## config.mk

```make
export PLATFORM = sky130hd
export DESIGN_NAME = imem_loader
export DESIGN_NICKNAME = d
export VERILOG_FILES = /design/src/rtl/imem_loader.sv
export SDC_FILE = /design/constraint.sdc
export NUM_CORES = 1
export LEC_CHECK = 0
export ABC_AREA = 1
export CORE_MARGIN = 1.5
export CORE_UTILIZATION = 31
export CTS_BUF_LIST = sky130_fd_sc_hd__clkbuf_8
export CTS_CLUSTER_DIAMETER = 200
export DETAILED_ROUTE_END_ITERATION = 16
export GPL_TIMING_DRIVEN = 0
export PLACE_DENSITY = 0.84
export SLEW_MARGIN = 20
export SYNTH_ARGS = -nofsm -noshare
export SYNTH_HDL_FRONTEND = slang
export SYNTH_SLANG_ARGS = --single-unit
```

## constraint.sdc

```tcl
create_clock -name clk -period 1.7 [get_ports clk]
set_input_delay 0.425 -clock clk [delete_from_list [all_inputs] [get_ports clk]]
set_output_delay 0.425 -clock clk [all_outputs]
set_load 0.02 [all_outputs]
```

## src/rtl/imem_loader.sv

```systemverilog
// rtl/imem_loader.sv - boot-time instruction memory loader and fetch access controller
//
// Purpose
//    Holds the core stalled after reset, streams a program image into the
//    instruction memory write port, then hands the memory read port to the
//    IF stage and releases the stall. A later load request stalls the core
//    again and reloads the image in place.
//
// Build option
//    IMEM_LOAD_CHECKSUM_EN : adds the image sum accumulator, the CHECK state
//                            and the ERROR state. When undefined the loader
//                            goes straight from LOAD to RUN, load_checksum is
//                            ignored and load_error is tied low.
//
// Ports
//    clk           clock, all state updates on the rising edge
//    rst_n         synchronous active-low reset
//    load_start    request a load session (BOOT_WAIT, RUN, ERROR)
//    load_len      image length in words, 0..2^(ADDR_WIDTH-2)
//    load_checksum expected mod-2^DATA_WIDTH sum of the image words
//    load_valid    load_data holds a valid word
//    load_data     image word
//    load_ready    loader accepts a word this cycle
//    load_done     one-cycle pulse on successful completion
//    load_error    checksum mismatch, held until the next load_start
//    core_stall    pipeline freeze
//    fetch_req     IF stage read request
//    fetch_addr    IF stage byte address
//    fetch_valid   fetch_instr is valid this cycle
//    fetch_fault   fetch to a misaligned address
//    fetch_instr   fetched instruction word
//    mem_addr      byte address to the instruction memory
//    mem_we        memory write enable
//    mem_wdata     memory write data
//    mem_rdata     asynchronous memory read data

module imem_loader #(
   parameter int ADDR_WIDTH = 12,
   parameter int DATA_WIDTH = 32
) (
   input  logic                  clk,
   input  logic                  rst_n,
   input  logic                  load_start,
   input  logic [ADDR_WIDTH-2:0] load_len,
   input  logic [DATA_WIDTH-1:0] load_checksum,
   input  logic                  load_valid,
   input  logic [DATA_WIDTH-1:0] load_data,
   output logic                  load_ready,
   output logic                  load_done,
   output logic                  load_error,
   output logic                  core_stall,
   input  logic                  fetch_req,
   input  logic [ADDR_WIDTH-1:0] fetch_addr,
   output logic                  fetch_valid,
   output logic                  fetch_fault,
   output logic [DATA_WIDTH-1:0] fetch_instr,
   output logic [ADDR_WIDTH-1:0] mem_addr,
   output logic                  mem_we,
   output logic [DATA_WIDTH-1:0] mem_wdata,
   input  logic [DATA_WIDTH-1:0] mem_rdata
);

   // Word pointer spans the memory depth; the counter needs one more bit so
   // that a full-depth length (2^(ADDR_WIDTH-2)) is representable.
   localparam int PTR_W = ADDR_WIDTH - 2;
   localparam int CNT_W = ADDR_WIDTH - 1;
   localparam logic [PTR_W-1:0] PTR_ONE = PTR_W'(1);
   localparam logic [CNT_W-1:0] CNT_ONE = CNT_W'(1);

`ifdef IMEM_LOAD_CHECKSUM_EN
   typedef enum logic [2:0] {
      S_BOOT_WAIT = 3'd0,
      S_LOAD      = 3'd1,
      S_CHECK     = 3'd2,
      S_RUN       = 3'd3,
      S_ERROR     = 3'd4
   } state_t;
`else
   typedef enum logic [1:0] {
      S_BOOT_WAIT = 2'd0,
      S_LOAD      = 2'd1,
      S_RUN       = 2'd2
   } state_t;
`endif

   state_t           state_q, state_d;
   logic [PTR_W-1:0] ptr_q, ptr_d;
   logic [CNT_W-1:0] count_q, count_d;
   logic [CNT_W-1:0] len_q, len_d;
   logic             done_q, done_d;

`ifdef IMEM_LOAD_CHECKSUM_EN
   logic [DATA_WIDTH-1:0] sum_q, sum_d;
   logic [DATA_WIDTH-1:0] chk_q, chk_d;
`else
   // Checksum input has no consumer in this build.
   logic unused_checksum;
   assign unused_checksum = ^load_checksum;
`endif

   logic start_sess;   // a new session is opened this cycle
   logic load_end;     // the image is complete after this cycle

   // ------------------------------------------------------------------
   // State register
   // ------------------------------------------------------------------
   always_ff @(posedge clk) begin
      if (!rst_n) begin
         state_q <= S_BOOT_WAIT;
         ptr_q   <= '0;
         count_q <= '0;
         len_q   <= '0;
         done_q  <= 1'b0;
`ifdef IMEM_LOAD_CHECKSUM_EN
         sum_q   <= '0;
         chk_q   <= '0;
`endif
      end else begin
         state_q <= state_d;
         ptr_q   <= ptr_d;
         count_q <= count_d;
         len_q   <= len_d;
         done_q  <= done_d;
`ifdef IMEM_LOAD_CHECKSUM_EN
         sum_q   <= sum_d;
         chk_q   <= chk_d;
`endif
      end
   end

   // ------------------------------------------------------------------
   // Next state and outputs
   // ------------------------------------------------------------------
   always_comb begin
      state_d     = state_q;
      ptr_d       = ptr_q;
      count_d     = count_q;
      len_d       = len_q;
      done_d      = 1'b0;
`ifdef IMEM_LOAD_CHECKSUM_EN
      sum_d       = sum_q;
      chk_d       = chk_q;
`endif
      start_sess  = 1'b0;
      load_end    = 1'b0;

      load_ready  = 1'b0;
      core_stall  = 1'b1;
      mem_we      = 1'b0;
      mem_addr    = '0;
      mem_wdata   = '0;
      fetch_valid = 1'b0;
      fetch_fault = 1'b0;
      fetch_instr = '0;

      case (state_q)
         S_BOOT_WAIT: begin
            start_sess = load_start;
         end

         S_LOAD: begin
            load_ready = 1'b1;
            mem_addr   = {ptr_q, 2'b00};
            if (load_valid) begin
               mem_we    = 1'b1;
               mem_wdata = load_data;
               ptr_d     = ptr_q + PTR_ONE;   // wraps naturally at full depth
               count_d   = count_q + CNT_ONE;
`ifdef IMEM_LOAD_CHECKSUM_EN
               sum_d     = sum_q + load_data;
`endif
               load_end  = (count_d == len_q);
            end
         end

`ifdef IMEM_LOAD_CHECKSUM_EN
         S_CHECK: begin
            if (sum_q == chk_q) begin
               state_d = S_RUN;
               done_d  = 1'b1;
            end else begin
               state_d = S_ERROR;
            end
         end

         S_ERROR: begin
            start_sess = load_start;
         end
`endif

         S_RUN: begin
            // The IF stage owns the read port; the stall only rises in the
            // cycle after a new load_start is seen.
            core_stall  = 1'b0;
            mem_addr    = fetch_addr;
            fetch_instr = mem_rdata;
            fetch_valid = fetch_req & (fetch_addr[1:0] == 2'b00);
            fetch_fault = fetch_req & (fetch_addr[1:0] != 2'b00);
            start_sess  = load_start;
         end

         default: begin
            state_d = S_BOOT_WAIT;
         end
      endcase

      if (start_sess) begin
         len_d   = load_len;
         ptr_d   = '0;
         count_d = '0;
`ifdef IMEM_LOAD_CHECKSUM_EN
         sum_d   = '0;
         chk_d   = load_checksum;
`endif
         // An empty image skips LOAD and goes straight to the end step.
         if (load_len == '0) begin
            load_end = 1'b1;
         end else begin
            state_d = S_LOAD;
         end
      end

      if (load_end) begin
`ifdef IMEM_LOAD_CHECKSUM_EN
         state_d = S_CHECK;
`else
         state_d = S_RUN;
         done_d  = 1'b1;
`endif
      end
   end

   assign load_done = done_q;

`ifdef IMEM_LOAD_CHECKSUM_EN
   assign load_error = (state_q == S_ERROR);
`else
   assign load_error = 1'b0;
`endif

endmodule

```

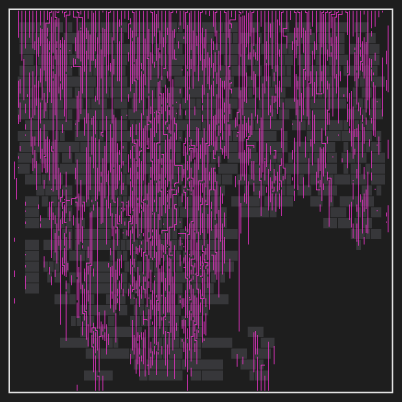
Run 1: M2 wires
(4 px per micron) Cells faint in the background.
wire length on this layer: 6310 microns
main direction: vertical
met2 usage in global routing: 0.406
routed vias: 3850

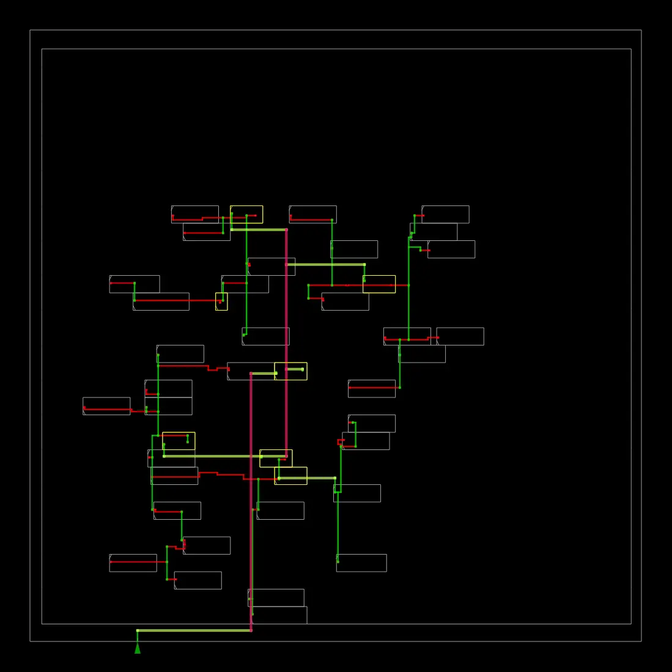
Run 1: clock routing
TritonCTS Sinks: 35
Late-Pin Clk Latency: 0.29 ns
Final Skew: 0.00546 ns

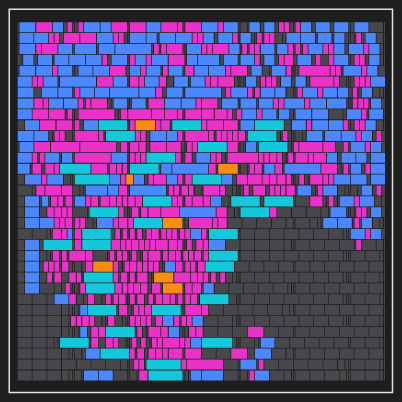
Run 1: cell classes on the final placement
(4 px per micron) Fill, decap, tap and diode cells in gray.
[blue] remaining buffers and delay cells | cells: 214 | share of their area: 40%
[magenta] remaining logic cells | cells: 431 | share of their area: 45%
[cyan] registers | cells: 35 | share of their area: 13%
[orange] clock drivers and dummy loads | cells: 7 | share of their area: 1.6%
flop share of the area: 0.130
Core Rows: 33
Core Region: 8260 sq um

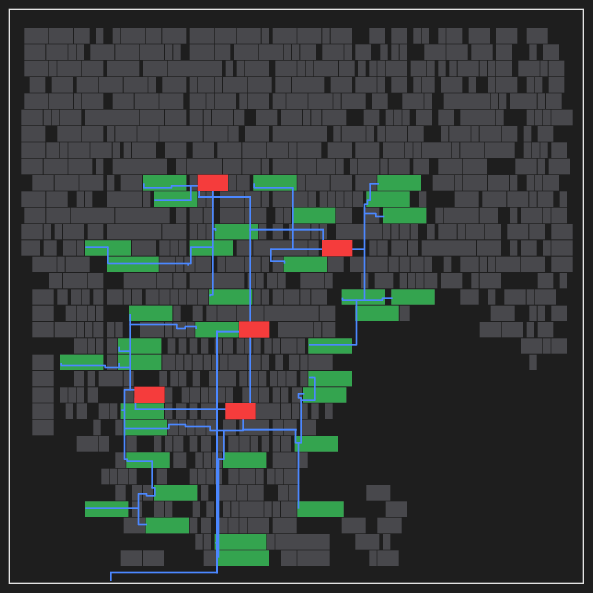
Run 1: clock network drawn from the DEF
(6 px per micron)
[red] clock-net drivers | count: 5
[blue] clock wires | length: 481 microns
[green] flip-flops | count: 35
routed clock nets: 6
clock share of power: 0.267
Clock net power: 0.000623 W

run 1: worst reg2reg max path: stages (launching register included):
cell and delay [ns]:
dfxtp_4 0.36, buf_6 0.10, ha_4 0.19, nand2_8 0.12, clkinv_8 0.11, o21ai_2 0.06, nor2_2 0.11, inv_1 0.05
nor2_1 0.08, nand3_1 0.07, nor2_1 0.13, nand3_1 0.12, nor2_2 0.13, nor2_1 0.06, nor2_2 0.07
run 1: stage by stage:
stage          area [sq um]  worst slack [ns]  utilization  instances
3_3_place_gp           4590             -1.05        0.556        758
4_1_cts                5110            -0.252        0.619        778
6_report               5490            -0.268        0.665        792
2_1_floorplan          2730           -0.0135            -        480
5_1_grt                5490            -0.336        0.665        792
3_5_place_dp           4590             -1.08        0.556        758
==> reports/qor.txt, run 1 <==
Critical R2R Launch: state_q[0]$_SDFF_PP0_
clk buf depth: 2
Synth Flop Type: dfxtp_1
routed wire length: 11800 microns
count of pins over their slew limit: 0
flip-flops with a built-in enable: 0
global route total overflow: 0
failing checks: setup timing
final setup violation count: 84
Flops: 35
Hold Crit Depth: 2
Seq. pwr: 0.000886 W
CTS H-tree depth: 2
DRC violation count after routing: 0
Yosys top cell by area: dfxtp_1
Top cells by area: dfxtp_1 (26%), nand2_1 (17%), inv_1 (17%)
CTS clock-pin slew for the worst setup and hold paths: 0.07 ns
I/O pin cnt: 207
first drt pass iteration count: 5
hold path start: len_q[5]$_SDFFE_PN0P_
Sw Ratio: 0.315
WP buf/inv: 3
outcome: complete, but fails checks
count of input and output buffers: 173
Synth top area share: 0.265
setup ws final: -0.268 ns
layout cells sized above 1: 0.333
Die ar.: 9110 sq um
signal buffers share of area: 0.395
Final Cycle Share: 1.16
## Run 2: what changed since run 1
--- a/config.mk
+++ b/config.mk
@@ -10,6 +10,7 @@
 export CORE_UTILIZATION = 31
 export CTS_BUF_LIST = sky130_fd_sc_hd__clkbuf_8
 export CTS_CLUSTER_DIAMETER = 200
+export CTS_CLUSTER_SIZE = 20
 export DETAILED_ROUTE_END_ITERATION = 16
 export GPL_TIMING_DRIVEN = 0
 export PLACE_DENSITY = 0.84
@@ -17,3 +18,4 @@
 export SYNTH_ARGS = -nofsm -noshare
 export SYNTH_HDL_FRONTEND = slang
 export SYNTH_SLANG_ARGS = --single-unit
+export TNS_END_PERCENT = 10
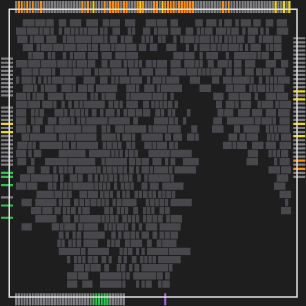
Run 2: pin map
(3 px per micron) Pins as bars across the die edge, other pins in gray.
[yellow] mem_addr | pins: 12 | direction: output | edge: 6 top, 4 right, 2 left
[green] load_len | pins: 11 | direction: input | edge: 6 bottom, 5 left
[purple] mem_we | pins: 1 | direction: output | edge: bottom
[orange] load_data | pins: 32 | direction: input | edge: 30 top, 2 right
chip width: 95.4 microns
count of input and output buffers: 173
Die Ht: 95.4 microns

==> run 2 against run 1 <==
The flow still finishes with violations (setup timing). Die size is the same. First-iteration DRC count decreased by 29%. Routed wire length down 8.4%. Count of clock-buffer cells in the layout rose by 1. Non-clock buffer count down 9. Fmax increased by 0.57%. Cell count fell by 1.1%. Flip-flop count is the same. Sequential share of layout area increased by 0.74 points. Critical path depth is the same.
==> reports/qor.txt, run 2 <==
Critical R2R Launch: state_q[0]$_SDFF_PP0_
setup ws final: -0.256 ns (+0.0112 ns)
Flops: 35 (unchanged)
outcome: complete, but fails checks
Finished Layout Cells: 783 (-1.1%)
count of pins over their slew limit: 0 (unchanged)
clk buf depth: 2 (unchanged)
final setup violation count: 89 (+6.0%)
met2 usage in global routing: 0.368 (-0.0384)
failing checks: setup timing
Top cells by area: dfxtp_1 (26%), nand2_1 (17%), inv_1 (17%)
CTS H-tree depth: 2 (unchanged)
Synth top area share: 0.265 (unchanged)
Yosys top cell by area: dfxtp_1
Cell Area, Placed: 4580 sq um (-0.22%)
Synth Flop Type: dfxtp_1
routed vias: 3605 (-6.4%)
first drt pass iteration count: 5 (unchanged)
I/O pin cnt: 207 (unchanged)
WP buf/inv: 3 (unchanged)
Final Cycle Share: 1.15 (-0.00658)
Place WS: -1.05 ns (+0.0270 ns)
Sw Ratio: 0.303 (-0.0116)
Core Rows: 33 (unchanged)
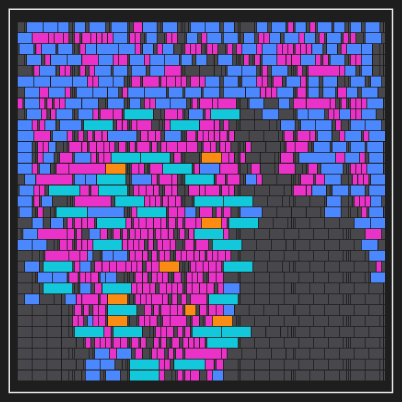
Run 2: cell classes on the final placement
(4 px per micron) Fill, decap, tap and diode cells in gray.
[orange] clock drivers and dummy loads | cells: 8 | share of their area: 2.1%
[blue] remaining buffers and delay cells | cells: 205 | share of their area: 41%
[magenta] remaining logic cells | cells: 430 | share of their area: 43%
[cyan] registers | cells: 35 | share of their area: 14%
Final Cell Area: 5130 sq um
flop share of the area: 0.138
final core utilization: 0.621

run 2: cell types whose count changed in the layout (fill, tap and decap cells not counted), sizes merged:
| cell | previous run | this run |
|---|---|---|
| buf | 109 | 105 |
| clkbuf | 19 | 14 |
| dlygate4sd2 | 1 | 3 |
| clkinv | 2 | 1 |
| dlymetal6s2s | 1 | 0 |
| clkinvlp | 0 | 1 |
| nand2 | 126 | 125 |
run 2: repair_timing:
item / in CTS / in global routing
pin swaps: 5 / 11
gates resized: 466 / 94
buffers inserted: 3 / 11
hold buffers: 0 / 0
endpoints found under the setup margin: 103 / 106
gates cloned: 2 / 1
## Run 3: what changed since run 2
--- a/config.mk
+++ b/config.mk
@@ -13,7 +13,9 @@
 export CTS_CLUSTER_SIZE = 20
 export DETAILED_ROUTE_END_ITERATION = 16
 export GPL_TIMING_DRIVEN = 0
+export MAX_ROUTING_LAYER = met4
 export PLACE_DENSITY = 0.84
+export REMOVE_ABC_BUFFERS = 1
 export SLEW_MARGIN = 20
 export SYNTH_ARGS = -nofsm -noshare
 export SYNTH_HDL_FRONTEND = slang
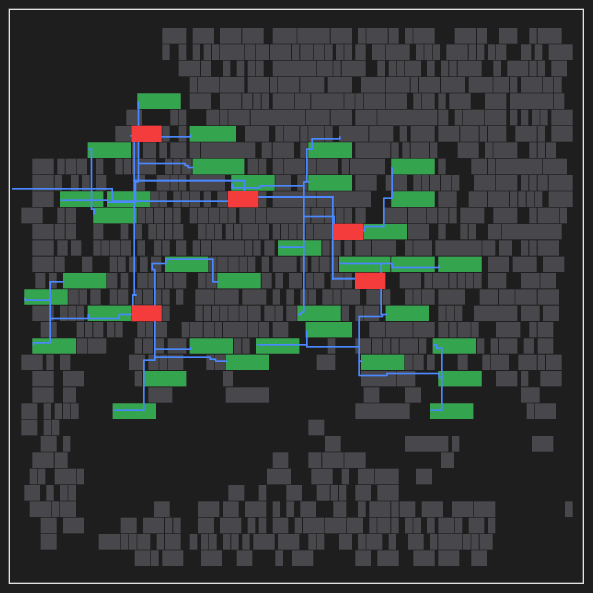
Run 3: clock network drawn from the DEF
(6 px per micron)
[green] flip-flops | count: 35
[blue] clock wires | length: 467 microns
[red] clock-net drivers | count: 5
routed clock nets: 6
clock share of power: 0.276
Clock net power: 0.000622 W
Final Skew: 0.0114 ns

==> run 3 against run 2 <==
The flow still finishes with violations (setup timing). Worst setup slack worse by 0.015 ns. Critical path depth up 1. Register-to-register slack worse by 0.03 ns. Utilization down 0.12 points. Sequential share of layout area up 0.12 points. Largest power group unchanged. Clock skew up 0.0067 ns.
==> reports/qor.txt, run 3 <==
outcome: complete, but fails checks
failing checks: setup timing
Flops: 35 (unchanged)
unique cell type count in the Yosys netlist: 32
count of input and output buffers: 173 (unchanged)
Cell Area, Placed: 4450 sq um (-2.8%)
Critical R2R Launch: state_q[1]$_SDFF_PN0_
chip width: 95.4 microns (unchanged)
cell type taking the most area: non-clock buffers
MI comb cells: 313
Non-clk bufs: 206
FF/Latch Area: 711 sq um
first drt pass iteration count: 4 (-1)
Seq. pwr: 0.000884 W
Synth Seq Share: 0.265
Mapped Cells: 480
Cell Area, Synth: 2650 sq um
DR WL/cell: 13.2 microns
Top power group: sequential cells
Hold-fix buffers, CTS: 0 (unchanged)
Core Rows: 33 (unchanged)
Die Ht: 95.4 microns (unchanged)
Synth Flop Type: dfxtp_1
Hold Crit Depth: 2
layout cells sized above 1: 0.297
met2 usage in global routing: 0.402 (+0.0349)
Yosys top cell by area: dfxtp_1
CTS H-tree depth: 2 (unchanged)
R2R depth: 15
WP buf/inv: 4 (+1)
Top cells by area: dfxtp_1 (26%), nand2_1 (17%), inv_1 (17%)
final setup violation count: 103 (+16%)
Resize count post-CTS: 446 (-4.3%)
clk buf depth: 2 (unchanged)
overall routing resource usage: 0.222
Place WS: -1.32 ns (-0.266 ns)
I/O pin cnt: 207 (unchanged)
Layout area overhead: 93.3%
Die ar.: 9110 sq um
Int Power: 0.00157 W
setup ws final: -0.272 ns (-0.0152 ns)
count of pins over their slew limit: 0 (unchanged)
Synth top area share: 0.265 (unchanged)
hold path start: len_q[10]$_SDFFE_PN0P_
Final Cycle Share: 1.16 (+0.00895)
post-CTS setup repair buffer count: 23 (+20)
Startpoint Class: flip-flop
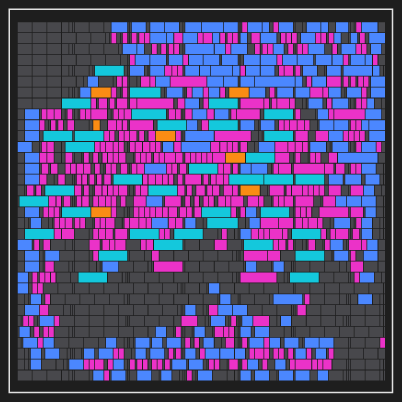
Run 3: cell classes on the final placement
(4 px per micron) Fill, decap, tap and diode cells in gray.
[orange] clock drivers and dummy loads | cells: 7 | share of their area: 1.8%
[blue] remaining buffers and delay cells | cells: 206 | share of their area: 40%
[cyan] registers | cells: 35 | share of their area: 14%
[magenta] remaining logic cells | cells: 433 | share of their area: 44%
final core utilization: 0.620
flop share of the area: 0.139
Final Cell Area: 5120 sq um

-- run 3: cell counts after synthesis --
Identical to the previous run, type by type.
-- run 3: worst max path at each step --
stage,start,end,slack [ns],cells past startpoint
after global placement,state_q[0]$_SDFF_PP0_,count_q[9]$_SDFFE_PP0P_,-1.57,9
after CTS,state_q[1]$_SDFF_PN0_,mem_wdata[0],-0.17,6
final,state_q[1]$_SDFF_PN0_,mem_wdata[19],-0.27,7
after floorplan,state_q[0]$_SDFF_PP0_,fetch_valid,-1.09,4
after global routing,state_q[1]$_SDFF_PN0_,mem_wdata[9],-0.33,7
after detailed placement,state_q[1]$_SDFF_PN0_,mem_we,-1.32,5
-- run 3: through the flow --
stage	std cells	power (W)
finish	786	0.00226
global route	786	0.00237
CTS	777	0.00219
detailed placement	742	0.00147
global placement	742	0.00146
floorplan	464	0.00114
Power figures rest on the tool's default switching activity, not on a simulated workload.
